==> config.mk <==
export PLATFORM = sky130hd
export DESIGN_NAME = stage_mem_sb
export DESIGN_NICKNAME = d
export VERILOG_FILES = /design/src/rtl/stage_mem_sb.sv
export SDC_FILE = /design/constraint.sdc
export NUM_CORES = 1
export LEC_CHECK = 0
export ABC_CLOCK_PERIOD_IN_PS = 13310
export CAP_MARGIN = 20
export CORE_MARGIN = 1.5
export CORE_UTILIZATION = 45
export DETAILED_ROUTE_END_ITERATION = 8
export GPL_ROUTABILITY_DRIVEN = 0
export PLACE_DENSITY = 0.69
export SLEW_MARGIN = 20
export SYNTH_ARGS = -nofsm -noshare
export SYNTH_HDL_FRONTEND = slang
export SYNTH_SLANG_ARGS = --single-unit
export TNS_END_PERCENT = 5
==> constraint.sdc <==
create_clock -name clk -period 13.31 [get_ports clk]
set_input_delay 1.331 -clock clk [delete_from_list [all_inputs] [get_ports clk]]
set_output_delay 1.331 -clock clk [all_outputs]
set_load 0.05 [all_outputs]
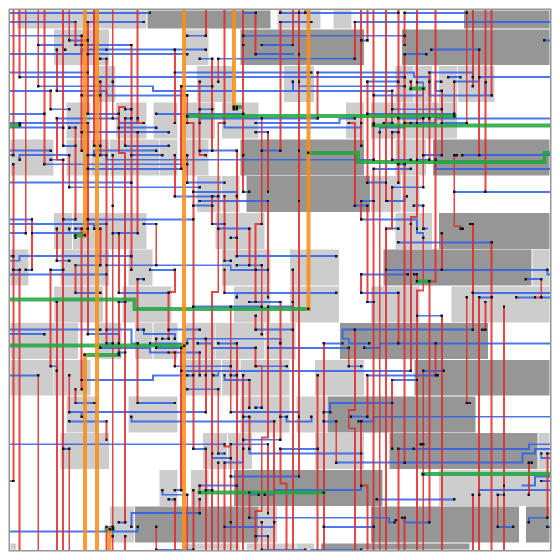
*Close-up of the layout*
Window x 86 to 126, y 43 to 83 µm. Cells in grey, sequential cells in the stronger grey; small squares are vias.
- green: met3
- blue: met1
- red: met2
- orange: met4
- cells with their middle in the window: 91
- most frequent: clkdlybuf4s50_1 (13), edfxtp_1 (11), a21oi_1 (10)
- sequential cells in the window: 16

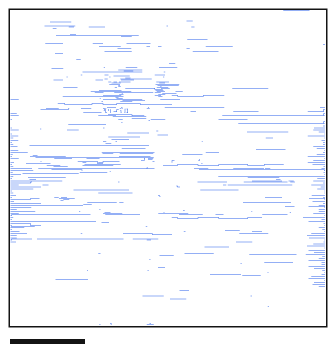
*M3 wires*
Scale bar: 50 µm.
- main direction: horizontal
- nets with wire on the layer: 287
- longest straight run: 83.7 µm
Routed Wire Length: 56900 µm
routing usage on met3: 0.0511
DR vias: 13100

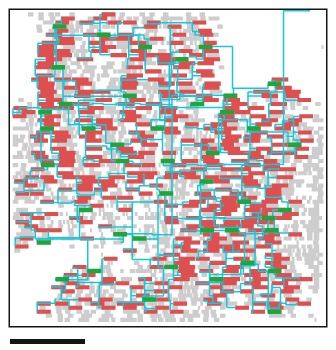
*Clock distribution*
Scale bar: 50 µm.
- green: cells driving clock nets (count 43)
- cyan: clock wires (length 5130 µm)
- red: flip-flops (count 414)
- routed clock nets: 44
Clk Latency, worst-skew pair: 0.58 ns
Clk pwr share: 0.249
Clock group: 1.23 mW
Clock Skew: 0.0254 ns

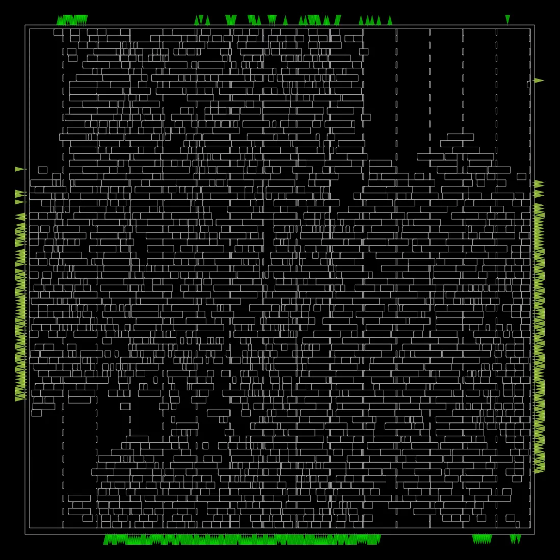
*Cell outlines without signal wires*
number of non-filler instances in the completed layout: 2258
area of the core: 42900 µm²
# rows: 76

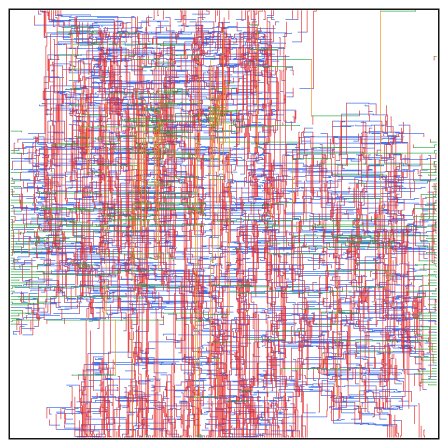
*Wiring by layer*
- orange: met4 (wire length 2090 µm)
- green: met3 (wire length 4130 µm)
- blue: met1 (wire length 23.1 mm)
- red: met2 (wire length 27.6 mm)
GRT Util Overall: 0.257
routed len/inst: 25.2 µm

==> results.json <==
{
  "status": "finished, final reports clean",
  "die_height_um": 211,
  "p_leak_nw": 8.80,
  "max_freq_ghz": 0.173,
  "synth_cell_type_count": 47,
  "top_area_cell_class": "sequential cells",
  "ys_top_cells_by_area": "edfxtp_1 (41%), dfrtp_1 (19%), mux4_2 (7.6%)",
  "r2r_slack_ns": 8.58,
  "fp_util": 0.454,
  "p_int_mw": 3.05,
  "post_cts_buffers": 0,
  "logic_area_um2": 6830,
  "common_cells": "edfxtp_1 (264), dfrtp_1 (150), xnor2_1 (113), a21oi_1 (71), mux2i_1 (69)",
  "compound_area_frac": 0.0905,
  "grt_pass1_vias": 13038,
  "seq_share": 0.482,
  "ys_sh_mux": 0.131,
  "crit_top_cell": "buf_4",
  "use_met1": 0.344,
  "hold_class": "reg2reg",
  "nonClkBufAreaFrac": 0.138,
  "critPathCaptureType": "output pin",
  "cp_num_buf_inv": 4,
  "enable_flop_cells": 264,
  "seq_cells": 414,
  "slew_viol_final": 0,
  "crit_arrival_ns": 4.44,
  "cts_tree": "yes",
  "largestPowerGroup": "combinational logic",
  "simple_gate_share": 0.0618,
  "ys_cells": 1401,
  "power_frac_comb": 0.404,
  "max_stage_delay_ns": 0.91,
  "dp_cells": 2173,
  "hold_depth": 2,
  "synth_flop_count": 414,
  "lay_top_count": "clkdlybuf4s50_1",
  "ctsHtreeMaxLevel": 2,
  "p_seq_mw": 1.72,
  "cp_max_fo": 36
}
Power and IR drop assume default switching activity.
